### src/rtl/ctrl_pkg.sv
// Shared control-bundle types, encodings and bubble constants for the ID-stage
// decoder and its registered ID/EX boundary.
package ctrl_pkg;

   localparam logic [6:0] OP_LOAD   = 7'b0000011;
   localparam logic [6:0] OP_IMM    = 7'b0010011;
   localparam logic [6:0] OP_AUIPC  = 7'b0010111;
   localparam logic [6:0] OP_STORE  = 7'b0100011;
   localparam logic [6:0] OP_OP     = 7'b0110011;
   localparam logic [6:0] OP_LUI    = 7'b0110111;
   localparam logic [6:0] OP_BRANCH = 7'b1100011;
   localparam logic [6:0] OP_JALR   = 7'b1100111;
   localparam logic [6:0] OP_JAL    = 7'b1101111;

   localparam logic [2:0] F3_ADD  = 3'b000;
   localparam logic [2:0] F3_SLL  = 3'b001;
   localparam logic [2:0] F3_SLT  = 3'b010;
   localparam logic [2:0] F3_SLTU = 3'b011;
   localparam logic [2:0] F3_XOR  = 3'b100;
   localparam logic [2:0] F3_SR   = 3'b101;
   localparam logic [2:0] F3_OR   = 3'b110;
   localparam logic [2:0] F3_AND  = 3'b111;

   localparam logic [6:0] F7_BASE   = 7'b0000000;
   localparam logic [6:0] F7_ALT    = 7'b0100000;
   localparam logic [6:0] F7_MULDIV = 7'b0000001;

   localparam logic [2:0] WB_MEM = 3'd1;
   localparam logic [2:0] WB_PC4 = 3'd2;
   localparam logic [2:0] WB_MDU = 3'd4;

   typedef enum logic [2:0] {IMM_I = 3'd0, IMM_S, IMM_B, IMM_U, IMM_J} imm_sel_t;

   typedef enum logic [3:0] {
      ALU_ADD = 4'd0, ALU_SUB, ALU_SLL, ALU_SLT, ALU_SLTU,
      ALU_XOR, ALU_SRL, ALU_SRA, ALU_OR, ALU_AND, ALU_MDU
   } alu_op_t;

   typedef enum logic [1:0] {SRC_A_RS1 = 2'd0, SRC_A_PC, SRC_A_ZERO} src_a_t;

   typedef enum logic {IDLE = 1'b0, MULTI = 1'b1} fsm_state_t;

   typedef struct packed {
      imm_sel_t imm_sel;
   } id_control_t;

   typedef struct packed {
      src_a_t  alu_src_a;
      logic    alu_src_b;
      alu_op_t alu_control;
      logic    branch;
      logic    jump;
   } ex_control_t;

   typedef struct packed {
      logic       mem_rw;
      logic       mem_read;
      logic [2:0] mem_size;
   } mem_control_t;

   typedef struct packed {
      logic       reg_write;
      logic [2:0] mem_to_reg;
   } wb_control_t;

   typedef struct packed {
      ex_control_t  ex;
      mem_control_t mem;
      wb_control_t  wb;
      logic         valid;
      logic         illegal;
   } id_ex_t;

   localparam id_control_t  ID_BUBBLE    = '0;
   localparam ex_control_t  EX_BUBBLE    = '0;
   localparam mem_control_t MEM_BUBBLE   = '0;
   localparam wb_control_t  WB_BUBBLE    = '0;
   localparam id_ex_t       ID_EX_BUBBLE = '0;

   function automatic alu_op_t alu_base_op(input logic [2:0] fun3);
      case (fun3)
         F3_ADD:  return ALU_ADD;
         F3_SLL:  return ALU_SLL;
         F3_SLT:  return ALU_SLT;
         F3_SLTU: return ALU_SLTU;
         F3_XOR:  return ALU_XOR;
         F3_SR:   return ALU_SRL;
         F3_OR:   return ALU_OR;
         F3_AND:  return ALU_AND;
         default: return ALU_ADD;
      endcase
   endfunction

endpackage

### src/rtl/decode_comb.sv
// Pure combinational RV32I(+M) decoder: control bundles, illegal flag, MDU
// detection and the MDU latency of the decoded op.
module decode_comb
   import ctrl_pkg::*;
#(
   parameter bit          ENABLE_M   = 1'b1,
   parameter int unsigned MUL_CYCLES = 1,
   parameter int unsigned DIV_CYCLES = 8
) (
   input  logic [31:0]  instr,
   output id_control_t  id_ctrl,
   output ex_control_t  ex_ctrl,
   output mem_control_t mem_ctrl,
   output wb_control_t  wb_ctrl,
   output logic         illegal,
   output logic         is_mdu,
   output logic [4:0]   latency
);

   localparam logic [4:0] MUL_LAT = 5'(MUL_CYCLES);
   localparam logic [4:0] DIV_LAT = 5'(DIV_CYCLES);

   logic [6:0] opcode;
   logic [6:0] funct7;
   logic [2:0] fun3;
   logic       unused_fields;

   assign opcode = instr[6:0];
   assign fun3   = instr[14:12];
   assign funct7 = instr[31:25];
   // Register specifiers are consumed by the register file, not by control.
   assign unused_fields = ^{instr[24:15], instr[11:7]};

   always_comb begin
      // NOTE: every output is given a default first so no latch is inferred.
      id_ctrl  = ID_BUBBLE;
      ex_ctrl  = EX_BUBBLE;
      mem_ctrl = MEM_BUBBLE;
      wb_ctrl  = WB_BUBBLE;
      illegal  = 1'b0;
      is_mdu   = 1'b0;
      latency  = 5'd1;
      case (opcode)
         OP_OP: begin
            wb_ctrl.reg_write = 1'b1;
            case (funct7)
               F7_BASE: ex_ctrl.alu_control = alu_base_op(fun3);
               F7_ALT: begin
                  if (fun3 == F3_ADD)     ex_ctrl.alu_control = ALU_SUB;
                  else if (fun3 == F3_SR) ex_ctrl.alu_control = ALU_SRA;
                  else                    illegal = 1'b1;
               end
               F7_MULDIV: begin
                  if (ENABLE_M) begin
                     is_mdu              = 1'b1;
                     ex_ctrl.alu_control = ALU_MDU;
                     wb_ctrl.mem_to_reg  = WB_MDU;
                     latency             = fun3[2] ? DIV_LAT : MUL_LAT;
                  end else begin
                     illegal = 1'b1;
                  end
               end
               default: illegal = 1'b1;
            endcase
         end
         OP_IMM: begin
            id_ctrl.imm_sel     = IMM_I;
            ex_ctrl.alu_src_b   = 1'b1;
            ex_ctrl.alu_control = alu_base_op(fun3);
            wb_ctrl.reg_write   = 1'b1;
            if (fun3 == F3_SLL && funct7 != F7_BASE) illegal = 1'b1;
            if (fun3 == F3_SR) begin
               if (funct7 == F7_ALT)       ex_ctrl.alu_control = ALU_SRA;
               else if (funct7 != F7_BASE) illegal = 1'b1;
            end
         end
         OP_LOAD: begin
            id_ctrl.imm_sel    = IMM_I;
            ex_ctrl.alu_src_b  = 1'b1;
            mem_ctrl.mem_read  = 1'b1;
            mem_ctrl.mem_size  = fun3;
            wb_ctrl.reg_write  = 1'b1;
            wb_ctrl.mem_to_reg = WB_MEM;
            if (fun3 == 3'b011 || fun3[2:1] == 2'b11) illegal = 1'b1;
         end
         OP_STORE: begin
            id_ctrl.imm_sel   = IMM_S;
            ex_ctrl.alu_src_b = 1'b1;
            mem_ctrl.mem_rw   = 1'b1;
            mem_ctrl.mem_size = fun3;
            if (fun3 > 3'b010) illegal = 1'b1;
         end
         OP_BRANCH: begin
            id_ctrl.imm_sel     = IMM_B;
            ex_ctrl.alu_control = ALU_SUB;
            ex_ctrl.branch      = 1'b1;
            if (fun3[2:1] == 2'b01) illegal = 1'b1;
         end
         OP_JAL: begin
            id_ctrl.imm_sel    = IMM_J;
            ex_ctrl.alu_src_a  = SRC_A_PC;
            ex_ctrl.alu_src_b  = 1'b1;
            ex_ctrl.jump       = 1'b1;
            wb_ctrl.reg_write  = 1'b1;
            wb_ctrl.mem_to_reg = WB_PC4;
         end
         OP_JALR: begin
            id_ctrl.imm_sel    = IMM_I;
            ex_ctrl.alu_src_b  = 1'b1;
            ex_ctrl.jump       = 1'b1;
            wb_ctrl.reg_write  = 1'b1;
            wb_ctrl.mem_to_reg = WB_PC4;
         end
         OP_LUI, OP_AUIPC: begin
            id_ctrl.imm_sel   = IMM_U;
            ex_ctrl.alu_src_a = (opcode == OP_LUI) ? SRC_A_ZERO : SRC_A_PC;
            ex_ctrl.alu_src_b = 1'b1;
            wb_ctrl.reg_write = 1'b1;
         end
         default: illegal = 1'b1;
      endcase
      // Compressed/reserved encodings land here too; illegal ops drive all-zero controls.
      if (instr[1:0] != 2'b11) illegal = 1'b1;
      if (illegal) begin
         id_ctrl  = ID_BUBBLE;
         ex_ctrl  = EX_BUBBLE;
         mem_ctrl = MEM_BUBBLE;
         wb_ctrl  = WB_BUBBLE;
         is_mdu   = 1'b0;
         latency  = 5'd1;
      end
   end

endmodule

### src/rtl/decode_ctrl_unit.sv
// Registered ID-stage controller: decoder plus bubble/stall/flush handling and
// a MUL/DIV issue sequencer that holds the front end until the MDU result is due.
module decode_ctrl_unit
   import ctrl_pkg::*;
#(
   parameter bit          ENABLE_M   = 1'b1,
   parameter int unsigned MUL_CYCLES = 1,
   parameter int unsigned DIV_CYCLES = 8
) (
   input  logic         clk,
   input  logic         rst,
   input  logic [31:0]  instr_i,
   input  logic         instr_valid_i,
   input  logic         stall_i,
   input  logic         flush_i,
   output id_control_t  id_ctrl_o,
   output ex_control_t  ex_ctrl_o,
   output mem_control_t mem_ctrl_o,
   output wb_control_t  wb_ctrl_o,
   output logic         ctrl_valid_o,
   output logic         illegal_o,
   output logic         stall_req_o,
   output logic         mdu_start_o,
   output logic [2:0]   mdu_op_o,
   output logic         mdu_abort_o
);

   ex_control_t  dec_ex;
   mem_control_t dec_mem;
   wb_control_t  dec_wb;
   logic         dec_illegal;
   logic         dec_is_mdu;
   logic [4:0]   dec_latency;

   fsm_state_t state_q, state_d;
   logic [4:0] cnt_q, cnt_d;
   id_ex_t     id_ex_q, id_ex_d;
   id_ex_t     id_ex_load;

   decode_comb #(
      .ENABLE_M   (ENABLE_M),
      .MUL_CYCLES (MUL_CYCLES),
      .DIV_CYCLES (DIV_CYCLES)
   ) u_decode (
      .instr    (instr_i),
      .id_ctrl  (id_ctrl_o),
      .ex_ctrl  (dec_ex),
      .mem_ctrl (dec_mem),
      .wb_ctrl  (dec_wb),
      .illegal  (dec_illegal),
      .is_mdu   (dec_is_mdu),
      .latency  (dec_latency)
   );

   assign id_ex_load = '{ex: dec_ex, mem: dec_mem, wb: dec_wb, valid: 1'b1, illegal: 1'b0};

   always_comb begin
      state_d     = state_q;
      cnt_d       = cnt_q;
      id_ex_d     = id_ex_q;
      mdu_start_o = 1'b0;
      mdu_abort_o = 1'b0;
      if (flush_i) begin
         id_ex_d     = ID_EX_BUBBLE;
         state_d     = IDLE;
         cnt_d       = 5'd0;
         mdu_abort_o = (state_q == MULTI);
      end else if (!stall_i) begin
         id_ex_d = ID_EX_BUBBLE;
         case (state_q)
            IDLE: begin
               if (instr_valid_i) begin
                  if (dec_illegal) begin
                     id_ex_d.illegal = 1'b1;
                  end else if (dec_is_mdu && dec_latency > 5'd1) begin
                     mdu_start_o = 1'b1;
                     cnt_d       = dec_latency - 5'd1;
                     state_d     = MULTI;
                  end else begin
                     mdu_start_o = dec_is_mdu;
                     id_ex_d     = id_ex_load;
                  end
               end
            end
            MULTI: begin
               // IF/ID is held, so instr_i still carries the in-flight M op.
               cnt_d = cnt_q - 5'd1;
               if (cnt_q == 5'd1) begin
                  id_ex_d = id_ex_load;
                  state_d = IDLE;
               end
            end
            default: state_d = IDLE;
         endcase
      end
      // The pulses are combinational from instr_i, so reset must mask them directly.
      if (rst) begin
         mdu_start_o = 1'b0;
         mdu_abort_o = 1'b0;
      end
   end

   always_ff @(posedge clk or posedge rst) begin
      if (rst) begin
         state_q <= IDLE;
         cnt_q   <= 5'd0;
         id_ex_q <= ID_EX_BUBBLE;
      end else begin
         // NOTE: non-blocking assignments so every flop samples pre-edge values.
         state_q <= state_d;
         cnt_q   <= cnt_d;
         id_ex_q <= id_ex_d;
      end
   end

   assign ex_ctrl_o    = id_ex_q.ex;
   assign mem_ctrl_o   = id_ex_q.mem;
   assign wb_ctrl_o    = id_ex_q.wb;
   assign ctrl_valid_o = id_ex_q.valid;
   assign illegal_o    = id_ex_q.illegal;
   assign stall_req_o  = (state_q == MULTI);
   assign mdu_op_o     = mdu_start_o ? instr_i[14:12] : 3'b000;

endmodule

### config.mk
export PLATFORM = sky130hd
export DESIGN_NAME = decode_ctrl_unit
export DESIGN_NICKNAME = d
export VERILOG_FILES = /design/src/rtl/ctrl_pkg.sv /design/src/rtl/decode_comb.sv /design/src/rtl/decode_ctrl_unit.sv
export SDC_FILE = /design/constraint.sdc
export NUM_CORES = 1
export LEC_CHECK = 0
export CAP_MARGIN = 40
export CORE_MARGIN = 4
export CORE_UTILIZATION = 35
export DETAILED_ROUTE_END_ITERATION = 10
export PLACE_DENSITY = 0.7
export SLEW_MARGIN = 20
export SYNTH_ARGS = -nofsm -noshare
export SYNTH_HDL_FRONTEND = slang
export SYNTH_SLANG_ARGS = --single-unit
export TNS_END_PERCENT = 5
### constraint.sdc
create_clock -name clk -period 3.1 [get_ports clk]
set_input_delay 0.775 -clock clk [delete_from_list [all_inputs] [get_ports clk]]
set_output_delay 0.775 -clock clk [all_outputs]
set_load 0.03 [all_outputs]
### Sizing map, run 1

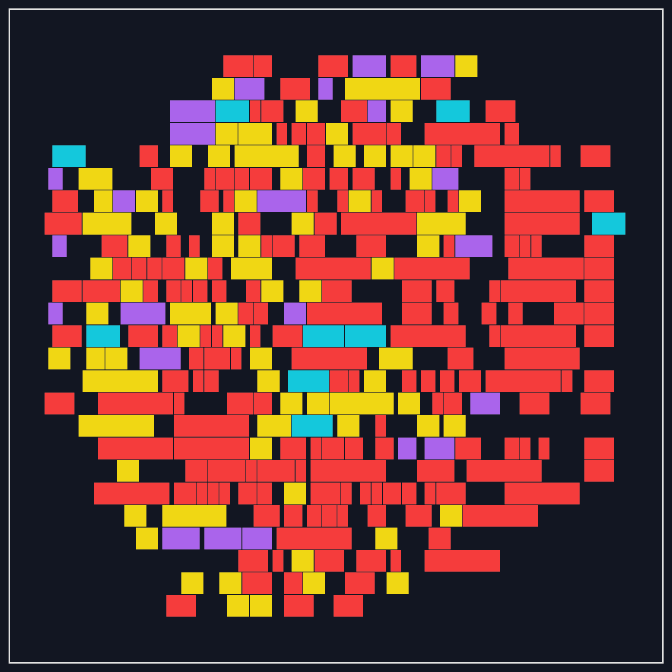
Key: _2 cells = purple [cells 23, share 7.6%, most used buf_2]; _0 and _1 cells = red [cells 195, share 64%, most used dfrtp_1]; _3 and _4 cells = yellow [cells 76, share 25%, most used buf_4]; _6 and larger = cyan [cells 9, share 3.0%, most used buf_6]

### Track usage over the die, run 1

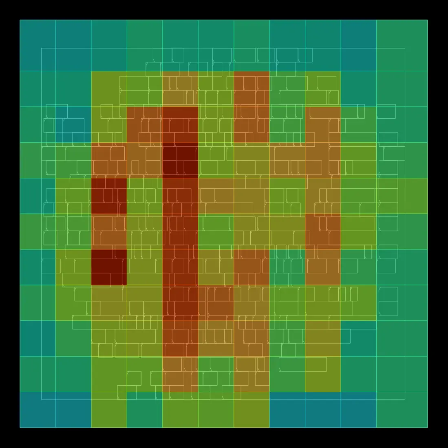
GR Util met3: 2.15%
met1 usage: 23.2%

==> deck_impl_summary.md, run 1 <==
Key Metrics from the Run

Outcome
  • Status: complete, but fails checks
  • Failing checks: negative setup slack

Finish
  • Area Overhead vs Synth: 65.4%
  • Filler instances: 414
  • Nets: 348
  • Most instantiated logic cells after routing: buf_4 (60), dfrtp_1 (26), clkdlybuf4s50_1 (25)
  • Final Cell Area: 2910 um^2

Final timing
  • Worst Slack Setup Final: -110 ps
  • Post-layout period usage: 104%
  • Setup TNS: -194 ps
  • Final setup vio count: 2
  • Worst-Margin Slew: 401 ps

Yosys
  • Post-synth EDFFs: 0
  • Synth Cell Area: 1760 um^2
  • Mapped Cells: 202
  • Synth mux share: 0.569%
  • Synth Area in XOR/XNOR: 0%
  • Yosys simple share: 27.9%
  • Syn Area/Cell: 8.71 um^2
  • Ys flops: 26

Setup path
  • Crit. Startpoint: instr_i[27]
  • CP Data Required Time: 2320 ps
  • Worst endpoint data arrival time: 2430 ps
  • CP Capture Type: output pin
  • Startpoint Class: input pin
  • Top cell by count, worst path: buf_6
  • Reg-to-reg slack, setup: 1220 ps

Worst hold path
  • Hold path start: ex_ctrl_o[7]

Floorplanning
  • I/O pins: 66
  • Die width: 78.9 um
  • Floorplan utilization: 36.8%
  • Die y size: 78.9 um
  • Rows: 25

Power and ir drop
  • Power Total: 0.721 mW
  • Cell Pwr Density: 248 nW/um^2

Clocking
  • CTS Buffer Depth: 2
  • Root Driver: clkbuf_8
  • Post-CTS setup buffers: 4
  • Clk Latency, worst-skew pair: 260 ps

Global routing
  • First-pass GRT wire length: 8740 um
  • GR Overflow Total: 0
  • Initial antenna violation count: 0

Detailed routing
  • Routed wire length: 5310 um
  • ANT nets after route: 0
  • Detailed Routing Iterations Pass 1: 4

Place
  • Placed Instance Area: 2690 um^2
### Sequential cells coloured by netlist name, run 1

Scale bar: 20 um.
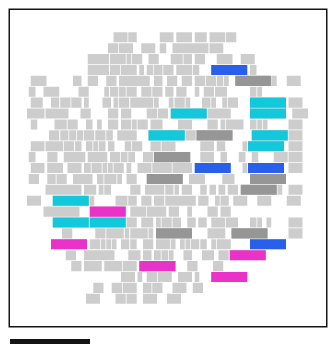
Key: ex_ctrl_o = cyan [sequential cells 9]; cnt_q = magenta [sequential cells 5]; wb_ctrl_o = blue [sequential cells 4, where east]

-- run 1: power breakdown --
group / internal [mW] / leakage (nW) / total, mW / switching (mW)
logic: 0.0804 / 0.894 / 0.169 / 0.0882
clock network: 0.113 / 0.0288 / 0.212 / 0.0987
registers: 0.340 / 0.363 / 0.340 / 0.000560
-- run 1: cell type report --
class	count	area (um^2)	share of cell area, %
tap	67	83.8	2.88
inverter	11	46.3	1.59
multi-input combinational	157	1190	40.8
clock buffer	4	55.1	1.89
sequential	26	651	22.4
timing repair buffer	105	887	30.5
-- run 1: cells in the mapped netlist, types with 2 or more instances --
cell type and count:
o31ai_1 4, and2_1 3, a32o_1 6, a311oi_1 2, a41oi_1 2, a211oi_1 4
o21ai_0 12, nand2b_1 7, a21oi_1 14, nor4_1 5, ha_1 7, nand2_1 25
nand3_1 3, inv_1 11, a22o_1 3, nor2_1 16, dfrtp_1 26, nor2b_1 3
or3_1 5, clkbuf_1 6, nor3_1 6
-- run 1: logic make-up after synthesis --
group,after synthesis
simple gates,87
compound gates,62
fa+ha+maj,7
buf+inv,19
flops,26
mux,1
-- run 1: state kept, by name (all words and copies together), names as in the netlist --
signal,cells
cnt_q,5
ctrl_valid_o,1
ex_ctrl_o,9
illegal_o,1
mem_ctrl_o,5
stall_req_o,1
wb_ctrl_o,4
-- run 1: metal layers --
metal,wire (um),global-route usage [%],up-vias
met2,2600,28.8,67
met5,0,0,-
li1,-,-,966
met1,2330,23.2,901
met4,82,4.47,0
met3,298,2.15,8
-- run 1: tightest hold or removal path: cells and delay by family, from the launching register on --
family             cells  cell delay [ps]
AOI/OAI and AO/OA      1               60
DFF                    1              350
and+or+nand+nor        1               40
### Selected gate families, run 1

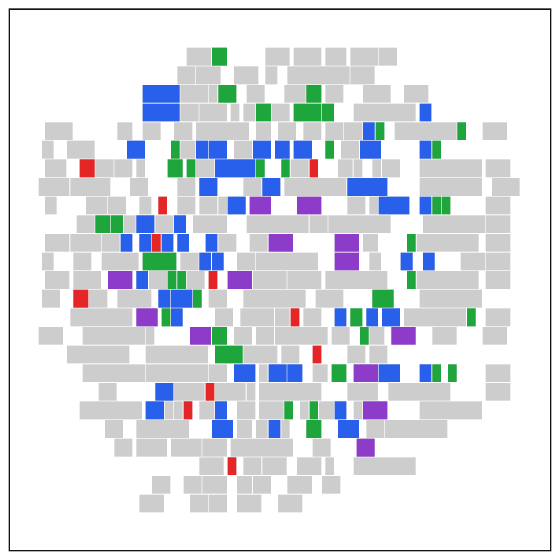

==> inputs of run 2 (changes only) <==
==> constraint.sdc (replaced) <==
create_clock -name clk -period 3.08 [get_ports clk]
set_input_delay 0.77 -clock clk [delete_from_list [all_inputs] [get_ports clk]]
set_output_delay 0.77 -clock clk [all_outputs]
set_load 0.02 [all_outputs]
### Selected gate families, run 2

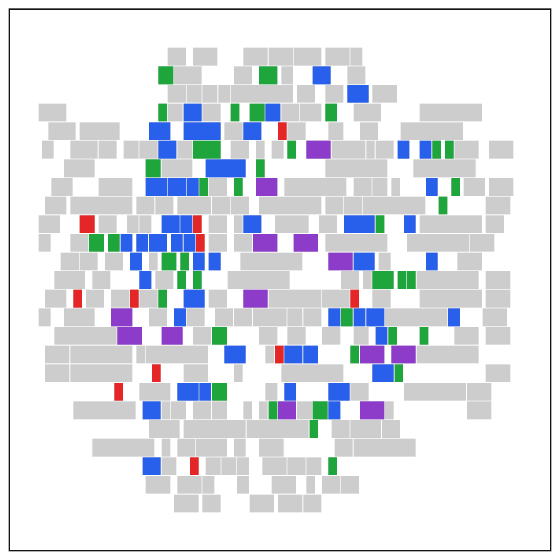
Key: inv cells = red [cells 11, most used inv_1]; aoi and oai cells = blue [cells 49, most used a21oi_1]; non-inverting ao/oa cells = purple [cells 13, most used a32o_1]; nand cells = green [cells 38, most used nand2_1]

### Track usage over the die, run 2

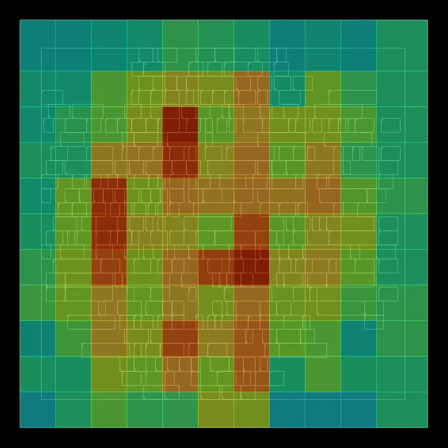
drt wl/cell: 14.6 um
Final Util: 59.1%
met1 usage: 24.7%
met2 Resource Use GR: 28.8%
All-Layer GR Usage: 17.7%

==> deck_impl_summary.md, run 2 <==
Key Metrics from the Run

Floorplanning
  • Tap cells: 67 (unchanged)
  • I/O pins: 66 (unchanged)
  • Die y size: 78.9 um (unchanged)
  • Floorplan utilization: 36.8% (unchanged)
  • Rows: 25 (unchanged)
  • Die width: 78.9 um (unchanged)

Power and ir drop
  • Cell Pwr Density: 245 nW/um^2 (-1.1%)
  • Power Total: 0.693 mW (-3.9%)
  • Pleak: 1.26 nW
  • Sequential Power Share: 49.4% (+2.2 points)
  • Clock power share: 27.2% (-2.2 points)
  • Net Sw Power: 0.185 mW (-1.3%)
  • Design internal power: 0.508 mW (-4.8%)
  • Comb power frac: 23.4% (about the same)

Clocking
  • Post-CTS setup buffers: 3 (-1)
  • CTS Buffer Depth: 2 (unchanged)
  • Clk Latency, worst-skew pair: 270 ps (about the same)
  • Root Driver: clkbuf_8
  • Post-cts sizing count: 80

Finish
  • Register area: 651 um^2 (unchanged)
  • Signal buf overhead: 31.5% (+0.97 points)
  • Largest class: multi-input combinational cells
  • Max FFs per register: 9 (unchanged)
  • Filler instances: 429 (+3.6%)
  • Comb area: 1120 um^2 (-5.7%)
  • Multi-input gates: 157 (unchanged)
  • Seq_cells: 26 (unchanged)
  • Seq/total area: 23.0% (+0.64 points)
  • Fraction of area in multi-input gates: 39.6% (-1.2 points)
  • Nets: 351 (+0.86%)
  • Area Overhead vs Synth: 60.7%
  • Clkbuf count: 3 (-1)
  • Non-CTS buffers: 108 (+2.9%)

Global routing
  • First-pass GRT wire length: 8800 um (+0.63%)
  • Initial antenna violation count: 0 (unchanged)

Outcome
  • Status: complete, but fails checks
  • Failing checks: negative setup slack

Setup path
  • Startpoint Class: input pin
  • Reg-to-reg slack, setup: 1200 ps (-20 ps)
  • Worst endpoint data arrival time: 2400 ps (-30 ps)
  • CP Capture Type: output pin

Yosys
  • Cell with the most instances after synthesis: dfrtp_1
  • Post-synth EDFFs: 0 (unchanged)
  • Ys flops: 26 (unchanged)
  • Synth Cell Area: 1760 um^2 (unchanged)

Final timing
  • Worst Slack Setup Final: -91.3 ps (+18.4 ps)
  • Worst-Margin Slew: 588 ps (+186 ps)
  • Final setup vio count: 2 (unchanged)

Place
  • Placed cells: 365

Detailed routing
  • ANT nets after route: 0 (unchanged)
-- run 2: cell counts after synthesis --
Identical to the previous run, type by type.
-- run 2: final timing paths --
check	endpoint	startpoint
worst min-delay path	wb_ctrl_o[3]	wb_ctrl_o[3]
worst min register to register	wb_ctrl_o[3]	wb_ctrl_o[3]
max in group asynchronous	mem_ctrl_o[4]	rst
worst max register to register	ex_ctrl_o[5]	cnt_q[1]
worst max-delay path	id_ctrl_o[1]	instr_i[27]
min in group asynchronous	cnt_q[0]	rst
-- run 2: per-layer routing --
metal | GRT usage (%) | share of wire (%) | vias up
li1 | - | - | 970
met1 | 24.7 | 47 | 897
met2 | 28.8 | 47 | 50
met3 | 2.15 | 4.4 | 5
met4 | 5.15 | 1.2 | 0
met5 | 0 | 0 | -
-- run 2: cell families (layout without fill, tap and decap cells) --
family                     count (synthesis)  in the layout  synth area share (%)
buffers and inverters                     19            122                  4.55
adders and majority gates                  7              7                  4.98
DFF                                       26             26                  37.0
and+or+nand+nor                           87             87                  27.9
AOI/OAI and AO/OA                         62             62                  25.0
muxes                                      1              1                 0.569
-- run 2: power by group through the flow --
stage	registers [mW]	clock network [mW]	logic [mW]
floorplan	0.351	0	0.0598
global placement	0.349	0	0.152
detailed placement	0.349	0	0.153
CTS	0.343	0.195	0.157
global route	0.343	0.209	0.177
finish	0.343	0.188	0.162
-- run 2: per-stage QoR --
| stage | utilization [%] | setup TNS, ps | hold WS, ps | instance area [um^2] |
|---|---|---|---|---|
| after global routing | 59.1 | -270 | 501 | 2830 |
| final | 59.1 | -158 | 483 | 2830 |
| after detailed placement | 56.7 | -11390 | 471 | 2710 |
| after CTS | 58.2 | -283 | 490 | 2790 |
| after floorplan | - | -598 | 476 | 1760 |
| after global placement | 56.7 | -10520 | 465 | 2710 |
### Sequential cells coloured by netlist name, run 2

Scale bar: 20 um.
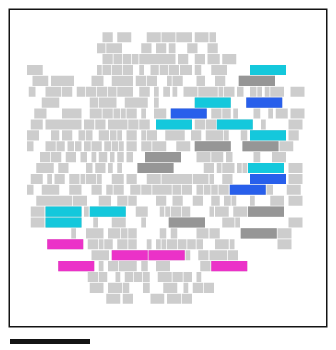

==> inputs of run 3 (changes only) <==
--- a/config.mk
+++ b/config.mk
@@ -7,9 +7,11 @@
 export LEC_CHECK = 0
 export CAP_MARGIN = 40
 export CORE_MARGIN = 4
-export CORE_UTILIZATION = 35
+export CORE_UTILIZATION = 40
+export CTS_BUF_LIST = sky130_fd_sc_hd__clkbuf_8
 export DETAILED_ROUTE_END_ITERATION = 10
-export PLACE_DENSITY = 0.7
+export GPL_ROUTABILITY_DRIVEN = 0
+export PLACE_DENSITY = 0.78
 export SLEW_MARGIN = 20
 export SYNTH_ARGS = -nofsm -noshare
 export SYNTH_HDL_FRONTEND = slang
### Sequential cells coloured by netlist name, run 3

Scale bar: 20 um.
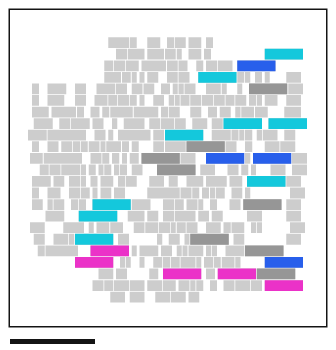
Seq/total area: 23.0%
Final Util: 68.6%
register area: 651 um^2
sequential power: 0.343 mW

==> deck_impl_summary.md, run 3 <==
Key Metrics from the Run

Outcome
  • Status: complete, but fails checks
  • Failing checks: negative setup slack

Finish
  • Max FFs per register: 9 (unchanged)
  • Filler instances: 339 (-21%)
  • Nets: 348 (-0.85%)
  • Area Overhead vs Synth: 60.5%

Setup path
  • Reg-to-reg slack, setup: 1190 ps (about the same)
  • Worst endpoint data arrival time: 2410 ps (about the same)
  • CP Capture Type: output pin
  • Startpoint Class: input pin
  • Worst R2R Start: cnt_q[1]
  • RR Endpoint: ex_ctrl_o[5]

Detailed routing
  • Drt wl/cell: 15.2 um (+4.1%)
  • DR WL met2: 2510 um (-2.8%)
  • Met1 WL: 2420 um (-5.0%)
  • Met3 WL: 306 um (+29%)
  • ANT nets after route: 0 (unchanged)

Yosys
  • Post-synth EDFFs: 0 (unchanged)
  • Ys flops: 26 (unchanged)
  • Cell with the most instances after synthesis: dfrtp_1

Floorplanning
  • Floorplan utilization: 42.7% (+6.0 points)
  • I/O pins: 66 (unchanged)
  • Die y size: 74.3 um (-5.8%)
  • Rows: 23 (-8.0%)

Final timing
  • Final setup vio count: 2 (unchanged)
  • Worst Slack Setup Final: -98.2 ps (-6.88 ps)
  • Setup TNS: -169 ps (-11.1 ps)
  • Worst-Margin Slew: 599 ps (+11.4 ps)

Global routing
  • First-pass GRT wire length: 8740 um (-0.70%)
  • Met2 Resource Use GR: 32.5% (+3.7 points)
  • Initial antenna violation count: 0 (unchanged)
  • Gr busiest metal: met2
  • Met1 usage: 27.1% (+2.4 points)
  • GR Util met3: 2.84% (+0.68 points)
  • All-Layer GR Usage: 20.2% (+2.5 points)

Place
  • Placed cells: 346 (-5.2%)
  • Placed Instance Area: 2680 um^2 (-1.3%)

Power and ir drop
  • Pleak: 1.29 nW (+2.1%)
  • Power Total: 0.694 mW (+0.18%)

Clocking
  • Clk Latency, worst-skew pair: 270 ps (about the same)
  • CTS Buffer Depth: 2 (unchanged)
  • Root Driver: clkbuf_8
### Routed metal, one colour a layer, run 3

Two of the layers only.
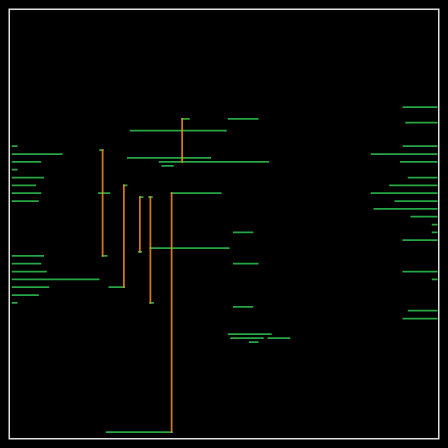
Key: metal 4 = orange [wire length 113 um]; metal 3 = green [wire length 306 um]

-- run 3: cell count changes in the layout (fill, tap and decap cells not counted), sizes merged --
cell	before	now
dlymetal6s2s	1	3
buf	69	67
clkdlybuf4s15	3	0
-- run 3: where the power goes --
part	switching, mW	internal, mW	total, mW	leakage (nW)
Sequential	0.000585	0.342	0.343	0.363
Combinational	0.0863	0.0770	0.163	0.902
Clock	0.101	0.0875	0.188	0.0216
Total	0.188	0.507	0.694	1.29
-- run 3: logic make-up (layout without fill, tap and decap cells) --
logic type | after synthesis | in the layout | synth area share, %
compound gates | 62 | 62 | 25.0
fa+ha+maj | 7 | 7 | 4.98
buf+inv | 19 | 119 | 4.55
flops | 26 | 26 | 37.0
mux | 1 | 1 | 0.569
simple gates | 87 | 87 | 27.9
-- run 3: worst max path at each step --
stage                     start      endpoint  slack (ps)  depth (start not counted)
floorplan            instr_i[2]   mdu_op_o[0]        -140                          5
global placement    instr_i[26]  id_ctrl_o[0]        -870                          7
detailed placement  instr_i[12]  id_ctrl_o[0]        -930                          9
CTS                 instr_i[27]  id_ctrl_o[0]        -120                          7
global route        instr_i[27]  id_ctrl_o[0]        -180                          7
finish              instr_i[27]  id_ctrl_o[0]        -100                          7
-- run 3: layout make-up --
type                            instances  area, um^2  area share [%]
Inverter                               11        43.8            1.55
Tap cell                               50        62.6            2.22
Sequential cell                        26         651            23.0
Multi-Input combinational cell        157        1160            41.2
Timing Repair Buffer                  105         862            30.5
Clock buffer                            3        41.3            1.46
-- run 3: what timing repair did --
item / in CTS / in global routing
setup buffers: 2 / 1
pin swaps: 8 / 9
hold endpoints to repair: 0 / 0
endpoints found under the setup margin: 15 / 6
gates resized: 79 / 24
Power and IR drop assume default switching activity.
